==> src/rtl/rom_boot_loader.sv <==
// rom_boot_loader: copies LOAD_LEN bytes from a synchronous program ROM into data RAM
// starting at LOAD_BASE, holding the CPU in reset until the copy completes. A copy can be
// re-run from DONE by pulsing start.
//
// Ports:
//   clk, reset     rising-edge clock, synchronous active-high reset
//   start          (re)load request, honoured only in IDLE or DONE
//   rom_addr       ROM address (ROM registers its data on the next edge)
//   rom_enable     ROM output enable
//   rom_data       ROM read data, valid the cycle after rom_addr is sampled
//   ram_addr       RAM write address
//   ram_wdata      RAM write data
//   ram_we         RAM write request, held until ram_ready
//   ram_ready      RAM accepts the write on an edge with ram_we & ram_ready
//   cpu_reset      CPU reset, high until a copy completes
//   busy           copy in progress
//   done           last copy completed
//   byte_count     bytes written in the current or last copy
module rom_boot_loader #(
  parameter int unsigned ROM_ADDR_W = 5,
  parameter int unsigned DATA_W     = 8,
  parameter int unsigned RAM_ADDR_W = 16,
  parameter int unsigned LOAD_BASE  = 0,
  parameter int unsigned LOAD_LEN   = 22,
  parameter bit          AUTO_START = 1'b1
) (
  input  logic                  clk,
  input  logic                  reset,
  input  logic                  start,
  output logic [ROM_ADDR_W-1:0] rom_addr,
  output logic                  rom_enable,
  input  logic [DATA_W-1:0]     rom_data,
  output logic [RAM_ADDR_W-1:0] ram_addr,
  output logic [DATA_W-1:0]     ram_wdata,
  output logic                  ram_we,
  input  logic                  ram_ready,
  output logic                  cpu_reset,
  output logic                  busy,
  output logic                  done,
  output logic [ROM_ADDR_W:0]   byte_count
);

  localparam int unsigned          CntW     = ROM_ADDR_W + 1;
  localparam logic [CntW-1:0]       LenCnt   = CntW'(LOAD_LEN);
  localparam logic [RAM_ADDR_W-1:0] BaseAddr = RAM_ADDR_W'(LOAD_BASE);

  typedef enum logic [2:0] {StIdle, StFetch, StLatch, StWrite, StDone} state_e;

  state_e                state_q, state_d;
  logic [ROM_ADDR_W-1:0] rom_addr_q, rom_addr_d;
  logic [RAM_ADDR_W-1:0] ram_addr_q, ram_addr_d;
  logic [DATA_W-1:0]     wdata_q, wdata_d;
  logic [CntW-1:0]       cnt_q, cnt_d, cnt_inc;
  logic                  launch;

  always_comb begin
    state_d    = state_q;
    rom_addr_d = rom_addr_q;
    ram_addr_d = ram_addr_q;
    wdata_d    = wdata_q;
    cnt_d      = cnt_q;
    cnt_inc    = cnt_q + CntW'(1);
    launch     = 1'b0;

    unique case (state_q)
      // IDLE is only reachable through reset, so AUTO_START fires once per reset release.
      StIdle:  launch = AUTO_START || start;
      StFetch: state_d = StLatch;
      StLatch: begin
        wdata_d    = rom_data;
        ram_addr_d = BaseAddr + RAM_ADDR_W'(cnt_q);
        state_d    = StWrite;
      end
      StWrite: begin
        if (ram_ready) begin
          cnt_d = cnt_inc;
          if (cnt_inc == LenCnt) begin
            state_d = StDone;
          end else begin
            state_d    = StFetch;
            rom_addr_d = cnt_inc[ROM_ADDR_W-1:0];
          end
        end
      end
      StDone:  launch = start;
      default: state_d = StIdle;
    endcase

    if (launch) begin
      cnt_d = '0;
      if (LOAD_LEN == 0) begin
        state_d = StDone;
      end else begin
        state_d    = StFetch;
        rom_addr_d = '0;
      end
    end
  end

  always_ff @(posedge clk) begin
    if (reset) begin
      state_q    <= StIdle;
      rom_addr_q <= '0;
      ram_addr_q <= '0;
      wdata_q    <= '0;
      cnt_q      <= '0;
    end else begin
      state_q    <= state_d;
      rom_addr_q <= rom_addr_d;
      ram_addr_q <= ram_addr_d;
      wdata_q    <= wdata_d;
      cnt_q      <= cnt_d;
    end
  end

  always_comb begin
    rom_addr   = rom_addr_q;
    ram_addr   = ram_addr_q;
    ram_wdata  = wdata_q;
    byte_count = cnt_q;
    rom_enable = (state_q == StFetch) || (state_q == StLatch);
    ram_we     = (state_q == StWrite);
    busy       = (state_q == StFetch) || (state_q == StLatch) || (state_q == StWrite);
    done       = (state_q == StDone);
    cpu_reset  = (state_q != StDone);
  end

endmodule
==> config.mk <==
export PLATFORM = sky130hd
export DESIGN_NAME = rom_boot_loader
export DESIGN_NICKNAME = d
export VERILOG_FILES = /design/src/rtl/rom_boot_loader.sv
export SDC_FILE = /design/constraint.sdc
export NUM_CORES = 1
export LEC_CHECK = 0
export CORE_MARGIN = 2
export CORE_UTILIZATION = 43
export DETAILED_ROUTE_END_ITERATION = 8
export PLACE_DENSITY = 0.79
export SYNTH_ARGS = -nofsm -noshare
export SYNTH_HDL_FRONTEND = slang
export SYNTH_SLANG_ARGS = --single-unit
==> constraint.sdc <==
create_clock -name clk -period 2 [get_ports clk]
set_input_delay 0.3 -clock clk [delete_from_list [all_inputs] [get_ports clk]]
set_output_delay 0.3 -clock clk [all_outputs]
set_load 0.01 [all_outputs]
Run 1, met1 routing:
Supply wires on this layer in gray.
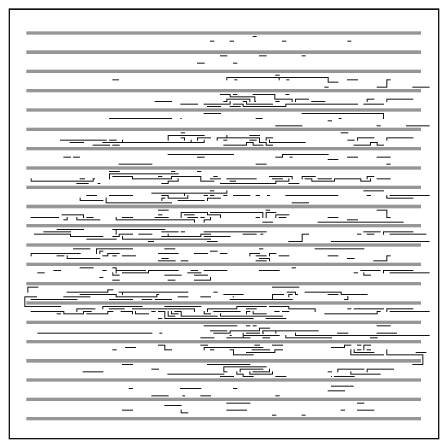
nets with wire on the layer: 192
wire length on this layer: 1,120 microns
share of all routed wire: 45%

Run 1, M2 wires:
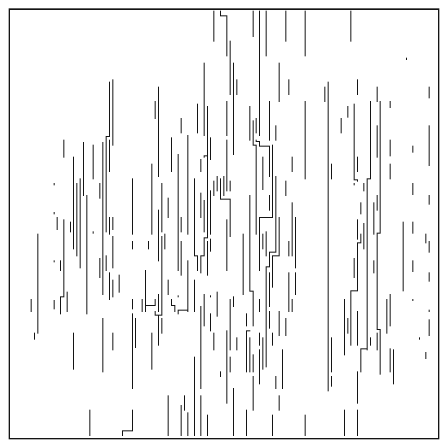
nets with wire on the layer: 167
wire length on this layer: 1,180 microns
share of all routed wire: 47%
main direction: vertical
longest straight run: 43.5 microns
via count: 1,113
final WL: 2.52 mm
met2 Use GR: 25.5%

Run 1, metal 3:
Bar = 20 microns. Cells faint in the background.
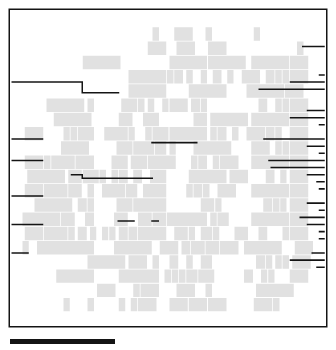
main direction: horizontal
wire length on this layer: 175 microns
met3 usage: 4.90%

Run 1, clock routing:
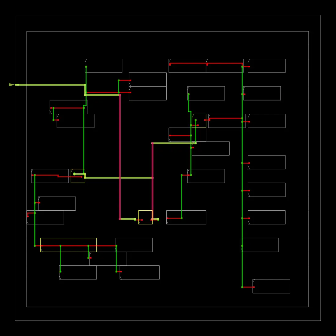
flip-flops: 28
Setup Skew: 0.00274 ns
clk sinks: 28
Clk power: 0.363 mW
clk_buf instances: 3

-- run 1: placed cells by master (no fill, tap or decap), drive strengths merged, types with 4 or more instances in the layout --
| cell | netlist | final |
|---|---|---|
| nand3 | 4 | 4 |
| xnor2 | 5 | 5 |
| nor2 | 14 | 14 |
| buf | 19 | 6 |
| a21oi | 18 | 18 |
| dfxtp | 28 | 28 |
| conb | 1 | 10 |
| inv | 9 | 9 |
| clkdlybuf4s50 | 0 | 41 |
| xor2 | 5 | 5 |
| nand2 | 34 | 34 |
-- run 1: cell type report --
class / instances / area [sq um] / share of cell area, %
multi-input combinational: 114 / 662 / 36.3
clock inverter: 1 / 30.0 / 1.65
clock buffer: 3 / 22.5 / 1.24
inverter: 9 / 33.8 / 1.85
tap: 44 / 55.1 / 3.02
sequential: 28 / 563 / 30.9
timing repair buffer: 47 / 455 / 25.0
-- run 1: power by group through the flow --
stage,Sequential (mW),Clock (mW),Combinational (mW)
5_1_grt,0.602,0.403,0.227
4_1_cts,0.597,0.381,0.207
3_5_place_dp,0.609,0,0.206
6_report,0.599,0.363,0.206
2_1_floorplan,0.611,0,0.124
3_3_place_gp,0.609,0,0.205
-- run 1: per-layer routing --
layer | track usage (%) | up-vias
met1 | 17.6 | 484
met4 | 7.30 | 0
met3 | 4.90 | 5
met2 | 25.5 | 33
li1 | - | 591
met5 | 0 | -
-- run 1: critical path: stages, from the launching register on --
cell and delay (ns):
dfxtp_1 0.38, nand2b_1 0.21, nor2_1 0.11, clkdlybuf4s50_1 0.56
-- run 1: sequential cells by signal, summed over array words and instances (netlist names) --
name and flops:
byte_count 6, ram_addr 6, ram_wdata 8, rom_addr 5, state_q 3
-- run 1: repair_timing --
item / 4_1_cts / 5_1_grt
resized: 0 / 3
endpoints found under the hold margin: 0 / 0
setup endpoints to repair: 0 / 1
==> results.py, run 1 <==
# Metrics from the implementation run
metrics = {
    "critical_path": {
        "path_max_fanout": 7,
        "criticalPathCategory": "reg2out",
        "cp-startpoint": "state_q[2]$_SDFFE_PP0P_",
        "r2r_cells": 5,
        "reg2reg_slack_ns": 0.39,
        "reg2reg_to": "rom_addr[0]$_SDFFE_PP0P_",
        "timing.rr.start": "byte_count[1]$_SDFFE_PP0P_",
        "required_ns": 1.70,
        "startpoint_type": "register",
        "crit_path_end": "ram_we",
        "cp-end-kind": "output port",
        "cp.arrival_ns": 1.60,
    },
    "grt": {
        "antenna_found_initial": 0,
        "track_usage_pct": 15.2,
        "grt_max_degree": 18,
        "grt_pass1_wl_mm": 4.12,
        "grt_overflow_total": 0,
        "first_global_vias": 975,
    },
    "route": {
        "routedLengthMet1_mm": 1.12,
        "top_layer_used": "met4",
        "dr.pass1.iters": 4,
        "vias_per_cell": 4.52,
        "route.met3.wl_microns": 175,
        "wire_per_inst_microns": 10.3,
        "drt_iter0_markers": 49,
        "antenna_left": 0,
        "wl_met2_mm": 1.18,
    },
    "hold_path": {
        "worstHoldPathType": "reg2reg",
        "hold_path_depth": 2,
        "hold_path_end": "ram_wdata[7]$_SDFFE_PP0P_",
        "hold_path_startpoint": "ram_wdata[7]$_SDFFE_PP0P_",
    },
    "synth": {
        "flop_cell": "dfxtp_1",
        "synth-seq-cells": 28,
        "ys_types": 29,
        "synth_chip_area_sq_mm": 0.00137,
        "synthTopCellsByCount": "nand2_1 (34), dfxtp_1 (28), a21oi_1 (18)",
        "synth_seq_share_pct": 41.1,
        "yosys_warnings": 0,
        "adder_share_pct": 1.83,
        "synthTopLogicFamily": "simple AND/OR/NAND/NOR gates",
        "yosysCellCount": 163,
        "yosysTopAreaCellShare_pct": 41.1,
        "yosys-top-cells-area": "dfxtp_1 (41%), nand2_1 (9.3%), a21oi_1 (6.6%), buf_4 (6.6%), nor2_1 (3.8%)",
        "synthMuxAreaShare_pct": 0,
        "syn_area_sq_mm": 0.00137,
        "simple_gate_share_pct": 19.1,
        "synthArstFlopShare_pct": 0,
        "synthAoiAreaFrac_pct": 18.2,
        "postSynthCellCount": 163,
        "ys_sh_xor_pct": 6.42,
        "synth_area_leader_cell": "dfxtp_1",
        "edf_count": 0,
        "most_common_cell": "nand2_1",
        "syn_area_per_cell_sq_um": 8.37,
    },
    "power": {
        "p_per_area_mw_per_mm2": 641,
        "p_leak_nw": 0.674,
        "p_int_mw": 0.887,
        "finalPower_mw": 1.17,
        "power_frac_seq_pct": 51.3,
        "ir_worst_vdd_uv": 605,
        "p_sw_mw": 0.281,
        "p_comb_share_pct": 17.6,
    },
    "die": {
        "fp_util_pct": 45.1,
        "die_w_microns": 60.3,
        "placementRows": 20,
        "core_sq_mm": 0.00303,
        "die.size.y_microns": 60.3,
        "io_pins": 52,
        "die_area_sq_mm": 0.00364,
    },
    "layout": {
        "utilization_pct": 60.2,
        "stdcell_area_sq_mm": 0.00182,
        "nets": 217,
        "antenna_cells": 0,
        "layoutNonFillerInstCount": 246,
        "area_growth_pct": 33.5,
    },
    "place": {
        "place_area_sq_mm": 0.00176,
        "pre_cts_slack_ns": 0.327,
        "gp_congestion": 0.775,
        "hpwlAfterDp_mm": 1.87,
        "placedCellCount": 242,
        "placement.io_buffers": 41,
    },
    "job": {
        "maxCapViolations": 0,
        "warnings": 27,
    },
    "status": {
        "status": "finished clean",
    },
    "clock_tree": {
        "cts-htree-levels": 1,
        "cts-root-buf": "clkbuf_4",
        "clk_path_buf_depth": 2,
        "ctsHoldBuffers": 0,
        "post_cts_buffers": 0,
        "cts_tree": "built",
        "insertion_delay_ns": 0.33,
        "cts_buffers": 3,
        "path_clk_slew_ns": 0.14,
    },
    "final_timing": {
        "whs_ns": 0.462,
        "fin_ws_ns": 0.102,
        "rsz0062_at_grt": "no",
        "setup_viol": 0,
        "hold_viol": 0,
        "drv_slew": 0,
        "finalSetupTns_ns": 0,
        "timing.fmax_ghz": 0.527,
        "finalCritPeriodShare_pct": 94.9,
        "fin_crit_ns": 1.90,
    },
}
Run 1, gate-type map:
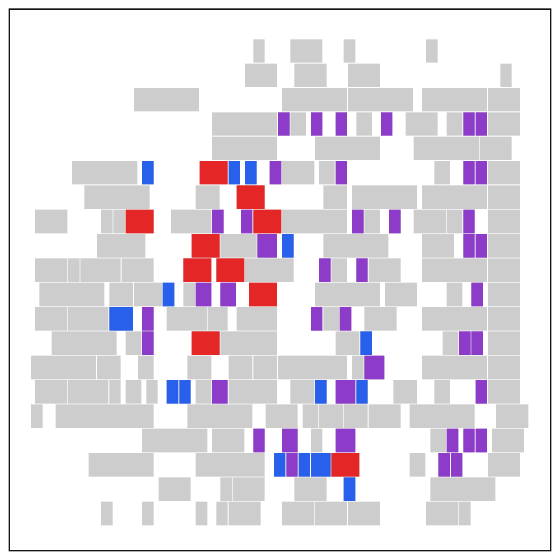

==> run 1 -> run 2 <==
--- a/config.mk
+++ b/config.mk
@@ -8,6 +8,7 @@
 export CORE_MARGIN = 2
 export CORE_UTILIZATION = 43
 export DETAILED_ROUTE_END_ITERATION = 8
+export GPL_TIMING_DRIVEN = 0
 export PLACE_DENSITY = 0.79
 export SYNTH_ARGS = -nofsm -noshare
 export SYNTH_HDL_FRONTEND = slang
Run 2, gate-type map:
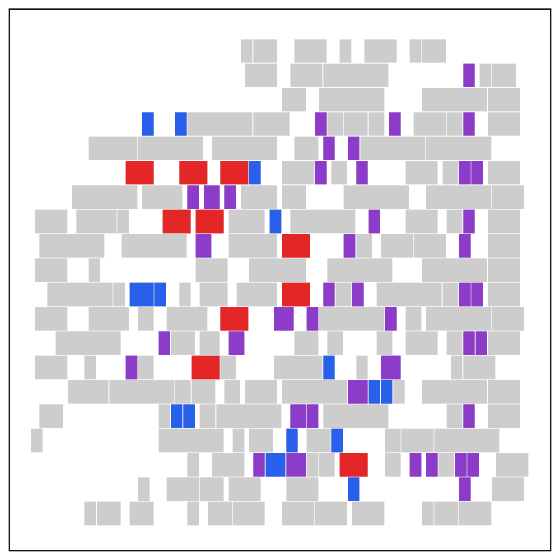
[blue] NOR gates | cells: 15 | most used: nor2_1
[purple] NAND gates | cells: 42 | most used: nand2_1
[red] XOR/XNOR gates | cells: 10
Post-Layout Cell Count: 259
most frequent logic cell in the layout: clkdlybuf4s50_1
logic share of the area: 35.2%

==> run 2 against run 1 <==
Effect of this change:
- die size is the same
- critical path type unchanged
- area after synthesis unchanged
- sequential share of layout area down 1.1 points
- cell area increased by 3.2%
- total power down 12%
- clock power fell by 41%
- largest power group unchanged
- non-clock buffer count is 14 higher
- clock-buffer cell count did not move
==> results.py, run 2 <==
# Metrics from the implementation run
metrics = {
    "synth": {
        "syn_area_per_cell_sq_um": 8.37,
        "synth_seq_share_pct": 41.1,
        "synth_chip_area_sq_mm": 0.00137,
        "postSynthCellCount": 163,
        "flop_cell": "dfxtp_1",
        "synth_area_leader_cell": "dfxtp_1",
        "ys_types": 29,
        "yosysTopAreaCellShare_pct": 41.1,
        "yosys_warnings": 0,
        "yosysCellCount": 163,
        "edf_count": 0,
        "yosys-top-cells-area": "dfxtp_1 (41%), nand2_1 (9.3%), a21oi_1 (6.6%), buf_4 (6.6%), nor2_1 (3.8%)",
        "most_common_cell": "nand2_1",
        "synth-seq-cells": 28,
        "synthTopCellsByCount": "nand2_1 (34), dfxtp_1 (28), a21oi_1 (18)",
        "synthArstFlopShare_pct": 0,
        "syn_area_sq_mm": 0.00137,
    },
    "layout": {
        "antenna_cells": 0,
        "largest_reg_flops": 8,
        "stdcell_area_sq_mm": 0.00188,
        "fillCellCount": 281,
        "final_layout_size_suffix_gt1_share_pct": 15.3,
        "logic_area_sq_um": 662,
        "nets": 231,
        "seq_area_sq_um": 561,
        "final_cell_mix": "clkdlybuf4s50_1 (40), nand2_1 (34), dfxtp_1 (28)",
        "utilization_pct": 62.1,
        "area_growth_pct": 37.7,
    },
    "route": {
        "wire_per_inst_microns": 10.3,
        "route.met3.wl_microns": 198,
        "routedLengthMet1_mm": 1.19,
        "wl_met2_mm": 1.27,
        "vias_per_cell": 4.53,
        "top_layer_used": "met3",
        "dr.pass1.iters": 4,
        "drt_iter0_markers": 35,
        "antenna_left": 0,
        "drc": 0,
    },
    "critical_path": {
        "cp.arrival_ns": 1.62,
        "cp-end-kind": "output port",
        "path_max_fanout": 7,
        "criticalPathCategory": "reg2out",
        "startpoint_type": "register",
        "required_ns": 1.70,
        "reg2reg_slack_ns": 0.26,
    },
    "die": {
        "die_w_microns": 60.3,
        "die_area_sq_mm": 0.00364,
        "core_sq_mm": 0.00303,
        "io_pins": 52,
        "die.size.y_microns": 60.3,
        "placementRows": 20,
        "fp_util_pct": 45.1,
    },
    "place": {
        "pre_cts_slack_ns": 0.247,
        "placedCellCount": 256,
        "placement.io_buffers": 40,
        "gp_congestion": 0.739,
        "hpwlAfterDp_mm": 2.01,
        "place_area_sq_mm": 0.00185,
    },
    "power": {
        "ir_worst_vdd_uv": 227,
        "p_per_area_mw_per_mm2": 549,
        "finalPower_mw": 1.03,
        "p_leak_nw": 0.726,
    },
    "grt": {
        "grt_pass1_wl_mm": 4.24,
        "first_global_vias": 991,
        "grt_max_degree": 15,
        "busiest_layer": "met2",
        "global_route.usage.met2_pct": 25.6,
        "track_usage_pct": 15.0,
        "grt_use_met3_pct": 3.41,
        "antenna_found_initial": 0,
        "grt_overflow_total": 0,
    },
    "hold_path": {
        "worstHoldPathType": "in2reg",
    },
    "final_timing": {
        "fin_crit_ns": 1.92,
        "fin_skew_ns": 0.00335,
        "timing.fmax_ghz": 0.522,
        "drv_slew": 0,
        "whs_ns": 0.358,
        "hold_viol": 0,
        "rsz0062_at_grt": "yes",
        "fin_ws_ns": 0.0836,
        "finalSetupTns_ns": 0,
        "finalCritPeriodShare_pct": 95.8,
        "setup_viol": 0,
    },
    "clock_tree": {
        "cts-root-buf": "clkbuf_4",
        "clk_path_buf_depth": 2,
        "cts_buffers": 3,
        "cts-htree-levels": 1,
        "clock_sinks": 28,
        "path_clk_slew_ns": 0.13,
        "insertion_delay_ns": 0.31,
        "cts_tree": "built",
    },
    "job": {
        "maxCapViolations": 0,
        "warnings": 28,
    },
    "status": {
        "status": "finished clean",
    },
}
Run 2, met1 routing:
Supply wires on this layer in gray.
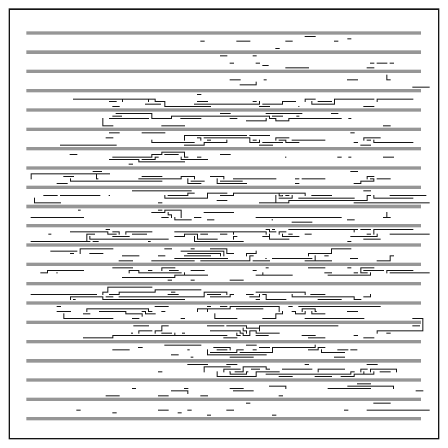
wire length on this layer: 1,190 microns
nets with wire on the layer: 195
final WL: 2.67 mm
met1 GRT Util: 18.8%
via count: 1,172

## run 2: cell types whose count changed in the layout (fill, tap and decap cells not counted)
cell / previous run / this run
buf_4: 6 / 12
clkbuf_1: 0 / 2
bufinv_16: 1 / 0
buf_6: 0 / 2
dfxtp_2: 2 / 0
clkdlybuf4s50_1: 41 / 40
dfxtp_1: 26 / 28
buf_2: 0 / 5
## run 2: final cells by class
type / count / area share [%]
Inverter: 9 / 1.80
Clock buffer: 3 / 1.20
Buffer: 21 / 7.72
Timing Repair Buffer: 40 / 21.3
Multi-Input combinational cell: 114 / 35.2
Sequential cell: 28 / 29.8
Tap cell: 44 / 2.93
## run 2: path summary, 6_finish.rpt
path                              start                        end  depth (start not counted)
min                               reset   ram_addr[0]$_SDFFE_PP0P_                          2
max             state_q[0]$_SDFFE_PP0P_                       done                          5
min reg2reg   ram_wdata[0]$_SDFFE_PP0P_  ram_wdata[0]$_SDFFE_PP0P_                          2
max reg2reg  byte_count[0]$_SDFFE_PP0P_   rom_addr[3]$_SDFFE_PP0P_                          5
## run 2: power breakdown
part	total (mW)	internal [mW]	switching (mW)
Sequential	0.593	0.579	0.0143
Combinational	0.223	0.112	0.111
Clock	0.215	0.0704	0.145
## run 2: timing repair
item / 4_1_cts / 5_1_grt
hold buffers: 0 / 0
buffers inserted: 0 / 0
resized: 0 / 1
setup endpoints to repair: 0 / 1
## run 2: worst max-delay path, stage by stage (launching register included)
cell             delay (ns)
dfxtp_1                0.32
buf_2                  0.16
nor2_2                 0.13
nand2_1                0.10
inv_1                  0.07
clkdlybuf4s50_1        0.52
## run 2: cell families after synthesis
kind of cell / synth area share (%)
AOI/OAI and AO/OA: 18.2
xor gates and xnor gates: 6.42
other: 0.275
buffers and inverters: 13.1
DFF: 41.1
and+or+nand+nor: 19.1
adders and majority gates: 1.83
Power and IR drop assume default switching activity.
